File: config.mk
export PLATFORM = sky130hd
export DESIGN_NAME = pool2x2_stream_flat
export DESIGN_NICKNAME = d
export VERILOG_FILES = /design/src/rtl/pool2x2_stream_if.sv /design/src/rtl/pool2x2_stream.sv /design/src/flat_wrapper.sv
export SDC_FILE = /design/constraint.sdc
export NUM_CORES = 1
export LEC_CHECK = 0
export ABC_AREA = 1
export CAP_MARGIN = 20
export CORE_MARGIN = 3
export CORE_UTILIZATION = 60
export DETAILED_ROUTE_END_ITERATION = 7
export PLACE_DENSITY = 0.9
export SYNTH_ARGS = -nofsm -noshare
export SYNTH_HDL_FRONTEND = slang
export SYNTH_SLANG_ARGS = --single-unit
File: constraint.sdc
create_clock -name clk -period 5.6 [get_ports clk]
set_input_delay 0.56 -clock clk [delete_from_list [all_inputs] [get_ports clk]]
set_output_delay 0.56 -clock clk [all_outputs]
set_load 0.02 [all_outputs]
File: src/rtl/pool2x2_stream_if.sv
// Stream bundle for pool2x2_stream: pixel input handshake and pooled-output handshake.
// The master side feeds pixels and accepts results; the slave side is the pooling block.
interface pool2x2_stream_if;
    logic              in_valid;
    logic              in_ready;
    logic signed [7:0] in_data;
    logic              out_valid;
    logic              out_ready;
    logic signed [7:0] out_max;
    logic              out_last;

    modport master (
        output in_valid, in_data, out_ready,
        input  in_ready, out_valid, out_max, out_last
    );

    modport slave (
        input  in_valid, in_data, out_ready,
        output in_ready, out_valid, out_max, out_last
    );
endinterface

File: src/rtl/pool2x2_stream.sv
// Streaming 2x2 / stride-2 signed max-pool over a raster-ordered feature map.
// Define POOL_RELU_EN to clamp negative window maxima to 0 (fused ReLU).
module pool2x2_stream #(
    parameter int COL_NUM = 8,
    parameter int ROW_NUM = 8
) (
    input  logic            clk,
    input  logic            rst_n,
    pool2x2_stream_if.slave pif
);
    localparam int CW = (COL_NUM > 2) ? $clog2(COL_NUM) : 1;
    localparam int RW = (ROW_NUM > 2) ? $clog2(ROW_NUM) : 1;
    localparam logic [CW-1:0] COL_LAST = CW'(COL_NUM - 1);
    localparam logic [RW-1:0] ROW_LAST = RW'(ROW_NUM - 1);

    logic [CW-1:0]          col_q, col_d;
    logic [RW-1:0]          row_q, row_d;
    logic signed [7:0]      left_q, left_d;
    logic [COL_NUM-1:0][7:0] lbuf_q;
    logic                   out_valid_q, out_valid_d;
    logic                   out_last_q, out_last_d;
    logic signed [7:0]      out_max_q, out_max_d;

    logic                   in_xfer, out_xfer, win_load;
    logic signed [7:0]      top_l, top_r, win_max, pooled;

    function automatic logic signed [7:0] smax(input logic signed [7:0] a,
                                               input logic signed [7:0] b);
        return (a > b) ? a : b;
    endfunction

    // Input stalls only while a finished window is waiting for downstream.
    assign pif.in_ready = !(out_valid_q && !pif.out_ready);
    assign in_xfer      = pif.in_valid && pif.in_ready;
    assign out_xfer     = out_valid_q && pif.out_ready;
    assign win_load     = in_xfer && row_q[0] && col_q[0];

    assign top_l   = $signed(lbuf_q[col_q - CW'(1)]);
    assign top_r   = $signed(lbuf_q[col_q]);
    assign win_max = smax(smax(top_l, top_r), smax(left_q, pif.in_data));

`ifdef POOL_RELU_EN
    assign pooled = win_max[7] ? 8'sd0 : win_max;
`else
    assign pooled = win_max;
`endif

    always_comb begin
        col_d = col_q;
        row_d = row_q;
        if (in_xfer) begin
            if (col_q == COL_LAST) begin
                col_d = '0;
                row_d = (row_q == ROW_LAST) ? '0 : row_q + RW'(1);
            end else begin
                col_d = col_q + CW'(1);
            end
        end
    end

    always_comb begin
        left_d = left_q;
        if (in_xfer && row_q[0] && !col_q[0])
            left_d = pif.in_data;
    end

    always_comb begin
        out_valid_d = out_valid_q;
        out_max_d   = out_max_q;
        out_last_d  = out_last_q;
        if (win_load) begin
            out_valid_d = 1'b1;
            out_max_d   = pooled;
            out_last_d  = (row_q == ROW_LAST) && (col_q == COL_LAST);
        end else if (out_xfer) begin
            out_valid_d = 1'b0;
            out_last_d  = 1'b0;
        end
    end

    always_ff @(posedge clk or negedge rst_n) begin
        if (!rst_n) begin
            col_q       <= '0;
            row_q       <= '0;
            left_q      <= '0;
            out_valid_q <= 1'b0;
            out_max_q   <= '0;
            out_last_q  <= 1'b0;
        end else begin
            col_q       <= col_d;
            row_q       <= row_d;
            left_q      <= left_d;
            out_valid_q <= out_valid_d;
            out_max_q   <= out_max_d;
            out_last_q  <= out_last_d;
        end
    end

    // Top row of each window pair; always rewritten on an even row before being read.
    always_ff @(posedge clk) begin
        if (in_xfer && !row_q[0])
            lbuf_q[col_q] <= pif.in_data;
    end

    assign pif.out_valid = out_valid_q;
    assign pif.out_max   = out_max_q;
    assign pif.out_last  = out_last_q;
endmodule

File: src/flat_wrapper.sv
// flat-port wrapper written by rule: the top's interface ports become plain ports
module pool2x2_stream_flat 
#(
    parameter int COL_NUM = 8,
    parameter int ROW_NUM = 8
)
  (clk, rst_n, pif_in_valid, pif_in_data, pif_out_ready, pif_in_ready, pif_out_valid, pif_out_max, pif_out_last);
  pool2x2_stream_if pif_i ();
  input  logic clk;
  input  logic rst_n;
  input wire logic [$bits(pif_i.in_valid)-1:0] pif_in_valid;
  input wire logic [$bits(pif_i.in_data)-1:0] pif_in_data;
  input wire logic [$bits(pif_i.out_ready)-1:0] pif_out_ready;
  output wire logic [$bits(pif_i.in_ready)-1:0] pif_in_ready;
  output wire logic [$bits(pif_i.out_valid)-1:0] pif_out_valid;
  output wire logic [$bits(pif_i.out_max)-1:0] pif_out_max;
  output wire logic [$bits(pif_i.out_last)-1:0] pif_out_last;
  assign pif_i.in_valid = pif_in_valid;
  assign pif_i.in_data = pif_in_data;
  assign pif_i.out_ready = pif_out_ready;
  assign pif_in_ready = pif_i.in_ready;
  assign pif_out_valid = pif_i.out_valid;
  assign pif_out_max = pif_i.out_max;
  assign pif_out_last = pif_i.out_last;
  pool2x2_stream #(.COL_NUM(COL_NUM), .ROW_NUM(ROW_NUM)) u_core (.clk(clk), .rst_n(rst_n), .pif(pif_i));
endmodule
==> Slide: Implementation Results, run 1 <==
Run Summary

STA
  • Hold Fails Final Rpt: 0
  • Slew margin rel.: 36.24%
  • Setup violations, final: 0
  • RSZ-0062 raised after global routing: false
  • Skew final: 0.01542 ns
  • Post-layout min period: 4.786 ns

Setup path
  • CP Max Fanout: 15
  • Critical path arrival: approximately 5.0 ns
  • Cell with the most instances on the worst path: nand2_1
  • Worst reg2reg startpoint: u_core.col_q[1]$_DFFE_PN0P_

Die
  • Die y size: between 100 and 150 um
  • Floorplan Utilization: 61.88%

Global routing
  • Initial antenna violation count: 0

Yosys
  • Synth top cell by count: nand2_1
  • Async S/R FF share, synth: 27.27%
  • Simple-Gate Fraction of Synth Area: ~31%
  • Max-area cell share: between 30 and 40%
  • Seq share, synth: 46.52%
  • Yosys top cell by area: edfxtp_1
  • Count of cell types in the netlist: 32
  • Top non-seq family: simple AND/OR/NAND/NOR gates
  • Chip Area, Yosys: between 5000 and 6000 sq um

Clocking
  • Clock root cell: clkbuf_8
  • Post-CTS Setup Inserts: 0
  • Clock sink count: slightly below 90

Drt
  • DRT iter0 DRCs: 431
  • Antenna-violating nets left: 0
  • Met1 wire length: about 5700 um

Final layout
  • FILL cells: 750

Run status
  • Run status: finished clean

Placement
  • Placer Congestion: 0.9319

Hold path
  • HP Class: primary input to async pin
==> run 1: critical path: cells and delay by family (launching register included) <==
family / cells / cell delay, ns
AND/OR/NAND/NOR: 15 / 1.62
adder cells (fa/ha/maj): 3 / 0.93
AND-OR/OR-AND: 3 / 0.64
buffers and inverters: 2 / 0.40
XOR/XNOR: 1 / 0.41
flip-flops: 1 / 0.68
==> run 1: registers in the layout, indices dropped and copies added (netlist names) <==
signal / count
u_core.pif.out_max: 8
u_core.pif.out_last: 1
u_core.left_q: 8
u_core.row_q: 3
u_core.pif.out_valid: 1
u_core.lbuf_q: 64
u_core.col_q: 3
==> run 1: routing by layer <==
| layer | global-route usage [%] | vias to the layer above |
|---|---|---|
| li1 | - | 2225 |
| met5 | 0 | - |
| met1 | 36.55 | 2083 |
| met3 | 4.913 | 27 |
| met4 | 10.43 | 0 |
| met2 | 42.05 | 190 |
==> run 1: worst max path at each step <==
| stage | to | slack [ns] | from |
|---|---|---|---|
| 6_report | u_core.pif.out_max[3]$_DFFE_PN0P_ | 0.81 | u_core.col_q[1]$_DFFE_PN0P_ |
| 5_1_grt | u_core.pif.out_max[5]$_DFFE_PN0P_ | 0.37 | u_core.col_q[1]$_DFFE_PN0P_ |
| 4_1_cts | u_core.pif.out_max[3]$_DFFE_PN0P_ | 0.92 | u_core.col_q[1]$_DFFE_PN0P_ |
| 3_5_place_dp | u_core.pif.out_max[2]$_DFFE_PN0P_ | 0.93 | u_core.col_q[1]$_DFFE_PN0P_ |
| 3_3_place_gp | u_core.pif.out_max[2]$_DFFE_PN0P_ | 1.11 | u_core.col_q[1]$_DFFE_PN0P_ |
| 2_1_floorplan | u_core.pif.out_max[0]$_DFFE_PN0P_ | 1.70 | u_core.col_q[0]$_DFFE_PN0P_ |
==> run 1: stage by stage <==
| step | std cells | utilization, % | hold WS, ns | worst slack (ns) |
|---|---|---|---|---|
| floorplan | 678 | - | 0.2644 | 1.696 |
| detailed placement | 791 | 64.48 | 0.4717 | 0.9318 |
| finish | 808 | 67.06 | 0.4953 | 0.8141 |
| global route | 808 | 67.06 | 0.5253 | 0.3737 |
| global placement | 791 | 64.48 | 0.4588 | 1.106 |
| CTS | 807 | 66.75 | 0.4959 | 0.9189 |
==> run 1: final cells by class <==
cell class	count	area [sq um]	share of cell area (%)
sequential	88	2524	42.94
timing repair buffer	25	262.8	4.471
tap	108	135.1	2.299
clock buffer	13	177.7	3.023
inverter	101	384.1	6.536
multi-input combinational	470	2372	40.37
clock inverter	3	21.27	0.3619
**Run 1: M3 wires**

Scale bar: 20 um.
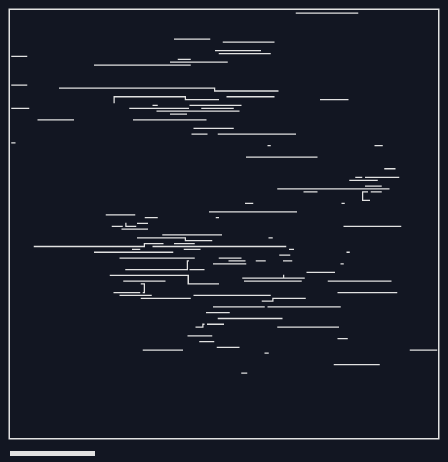
- main direction: horizontal
- share of all routed wire: 7.0%
- wire length on this layer: 907 um
- nets with wire on the layer: 68
vias post-DR: 4525
DRT Wirelength: 12970 um

**Run 1: cells colored by class**

Fill, decap, tap and diode cells in gray.
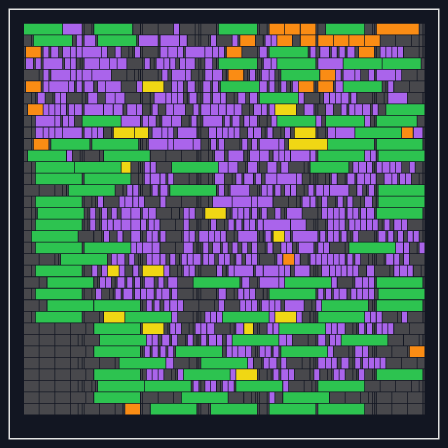
- purple: remaining logic cells (cells 571)
- yellow: clock drivers and dummy loads (cells 16)
- green: sequential cells (cells 88)
- orange: remaining buffers and delay cells (cells 25)
FP Rows: 34
design area: 5877 sq um
sequential fraction of total cell area: 42.94%
Util after Layout: 67.06%

**Run 1: nets reached from selected ports**

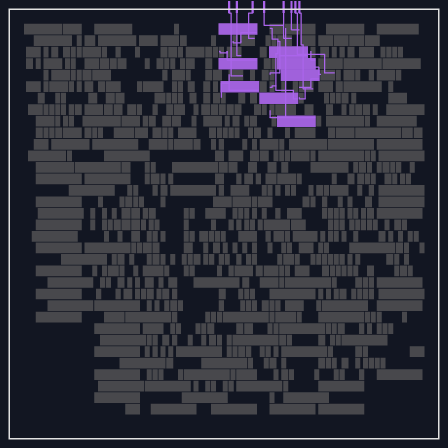
- purple: pif_out_max (bits 8; direction output; end cells 8; buffers 8; wire 236 um)

**Run 1: placement view**

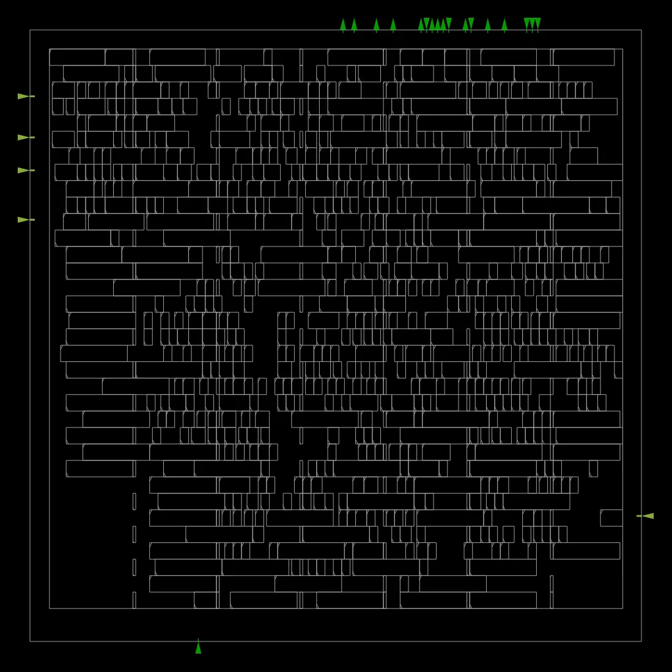
Finished Layout Cells: 808
Core ar.: 8763 sq um
flip-flop and latch count: 88
Tapcell Cnt: 108

==> inputs of run 2 (changes only) <==
CORE_UTILIZATION = 61   (was 60)
PLACE_DENSITY = 0.91   (was 0.9)
**Run 2: M3 wires**

Scale bar: 20 um.
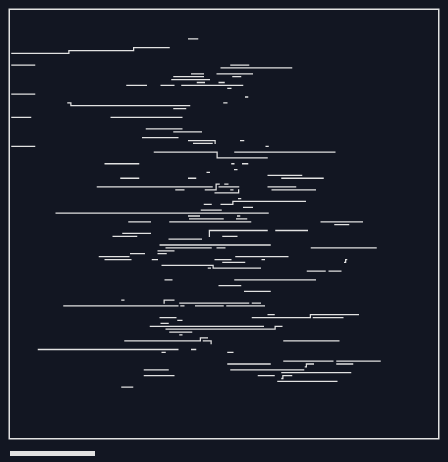
- share of all routed wire: 8.0%
- longest straight run: 49.7 um
- nets with wire on the layer: 86
vias post-DR: 4649
met3 usage: 5.212%
DRT Wirelength: 12950 um

**Run 2: placement view**

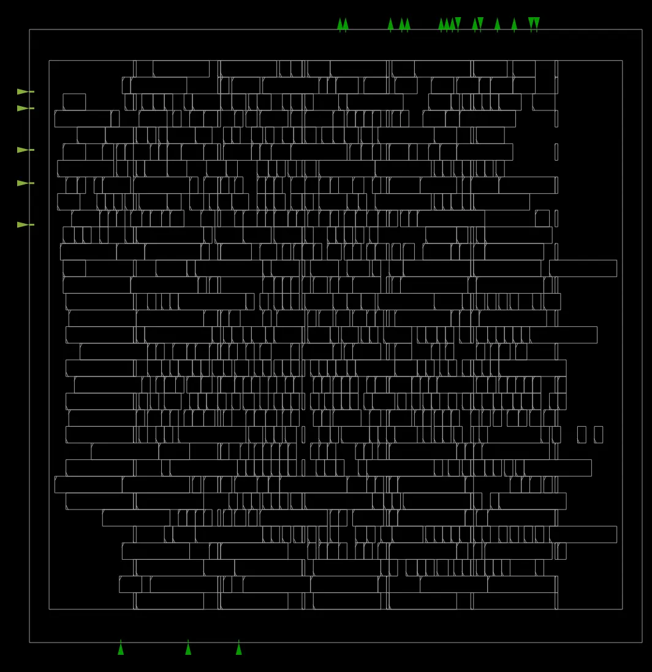
Util after Layout: 69.61%
Tapcell Cnt: 105
Finished Layout Cells: 805
Core ar.: 8423 sq um
FILL cells: 672

==> run 2 against run 1 <==
  * Area after synthesis unchanged
  * Synthesized cell count stayed put
  * Sequential cell count is the same
  * Via count rose by 2.7%
  * Die area is 1.5% lower
  * Final area shrank 0.23%
  * Critical path depth rose by 2
  * Clock skew decreased by 0.0037 ns
  * Setup slack got worse by 0.18 ns
==> Slide: Implementation Results, run 2 <==
Run Summary

STA
  • Setup violations, final: 0 (unchanged)
  • Worst hold margin: 0.4885 ns (was 0.4953 ns)
  • Post-layout min period: 4.969 ns (was 4.786 ns)
  • RSZ-0062 raised after global routing: false (unchanged)
  • Slew margin rel.: 45.08% (was 36.24%)

Hold path
  • HP Class: register to register (was primary input to async pin)

Yosys
  • Yosys top cell by area: edfxtp_1 (unchanged)
  • Count of cell types in the netlist: 32 (unchanged)
  • Async S/R FF share, synth: 27.27% (unchanged)
  • Seq share, synth: 46.52% (unchanged)
  • Synth top cell by count: nand2_1 (unchanged)
  • Chip Area, Yosys: 5423 sq um (unchanged)

Die
  • Floorplan Utilization: 64.38% (was 61.88%)
  • Die y size: 100.3 um (was 101.1 um)

Global routing
  • Largest net degree at the start of global routing: 71 (unchanged)

Drt
  • Met1 wire length: 5197 um (was 5725 um)
  • DRT iter0 DRCs: 557 (was 431)
  • Antenna-violating nets left: 0 (unchanged)

Setup path
  • CP Max Fanout: 21 (was 15)
  • Worst reg2reg startpoint: u_core.col_q[1]$_DFFE_PN0P_ (unchanged)
  • Cell with the most instances on the worst path: nand2_1 (unchanged)

Clocking
  • Clock root cell: clkbuf_8 (unchanged)
  • Post-CTS Setup Inserts: 0 (unchanged)
  • Clock sink count: 88 (unchanged)

Placement
  • Placer Congestion: 1.011 (was 0.9319)

Run status
  • Run status: finished clean (unchanged)

Final layout
  • Design area: 5863 sq um (was 5877 sq um)
  • Max reg flops: 64 (unchanged)
[run 2: cell counts after synthesis]
Identical to the previous run, type by type.
[run 2: worst max path at each step]
| stage | end | from | cells past startpoint |
|---|---|---|---|
| floorplan | u_core.pif.out_max[0]$_DFFE_PN0P_ | u_core.col_q[0]$_DFFE_PN0P_ | 27 |
| global placement | u_core.pif.out_max[4]$_DFFE_PN0P_ | u_core.col_q[1]$_DFFE_PN0P_ | 26 |
| detailed placement | u_core.pif.out_max[5]$_DFFE_PN0P_ | u_core.col_q[1]$_DFFE_PN0P_ | 26 |
| CTS | u_core.pif.out_max[5]$_DFFE_PN0P_ | u_core.col_q[1]$_DFFE_PN0P_ | 26 |
| global route | u_core.pif.out_max[5]$_DFFE_PN0P_ | u_core.col_q[1]$_DFFE_PN0P_ | 26 |
| finish | u_core.pif.out_max[5]$_DFFE_PN0P_ | u_core.col_q[1]$_DFFE_PN0P_ | 26 |
[run 2: cell type report]
| class | count | area [sq um] |
|---|---|---|
| Clock inverter | 7 | 77.57 |
| Sequential cell | 88 | 2524 |
| Timing Repair Buffer | 25 | 250.2 |
| Clock buffer | 9 | 123.9 |
| Multi-Input combinational cell | 470 | 2372 |
| Tap cell | 105 | 131.4 |
| Inverter | 101 | 384.1 |
| Fill cell | 672 | 2560 |
[run 2: kinds of logic (layout without fill, tap and decap cells)]
family / after synthesis / in the layout / synth area share, %
XOR/XNOR: 1 / 1 / 0.3000
AND-OR/OR-AND: 53 / 53 / 5.468
flip-flops: 88 / 88 / 46.52
AND/OR/NAND/NOR: 387 / 387 / 31.29
adder cells (fa/ha/maj): 29 / 29 / 6.691
buffers and inverters: 120 / 142 / 9.737
[run 2: critical path, delay by kind of cell, from the launching register on]
| family | cells | cell delay, ns |
|---|---|---|
| AOI/OAI and AO/OA | 3 | 0.64 |
| adders and majority gates | 3 | 0.99 |
| buffers and inverters | 3 | 0.75 |
| DFF | 1 | 0.67 |
| and+or+nand+nor | 17 | 1.80 |
[run 2: layer usage]
layer	track usage [%]	up-vias
met4	13.26	0
met2	44.24	237
met1	34.60	2133
li1	-	2232
met3	5.212	47
met5	0	-
[run 2: stage by stage]
| stage | cells | setup slack [ns] |
|---|---|---|
| 4_1_cts | 804 | 0.7492 |
| 5_1_grt | 805 | 0.2434 |
| 2_1_floorplan | 678 | 1.696 |
| 3_5_place_dp | 788 | 0.7780 |
| 3_3_place_gp | 788 | 1.041 |
| 6_report | 805 | 0.6313 |
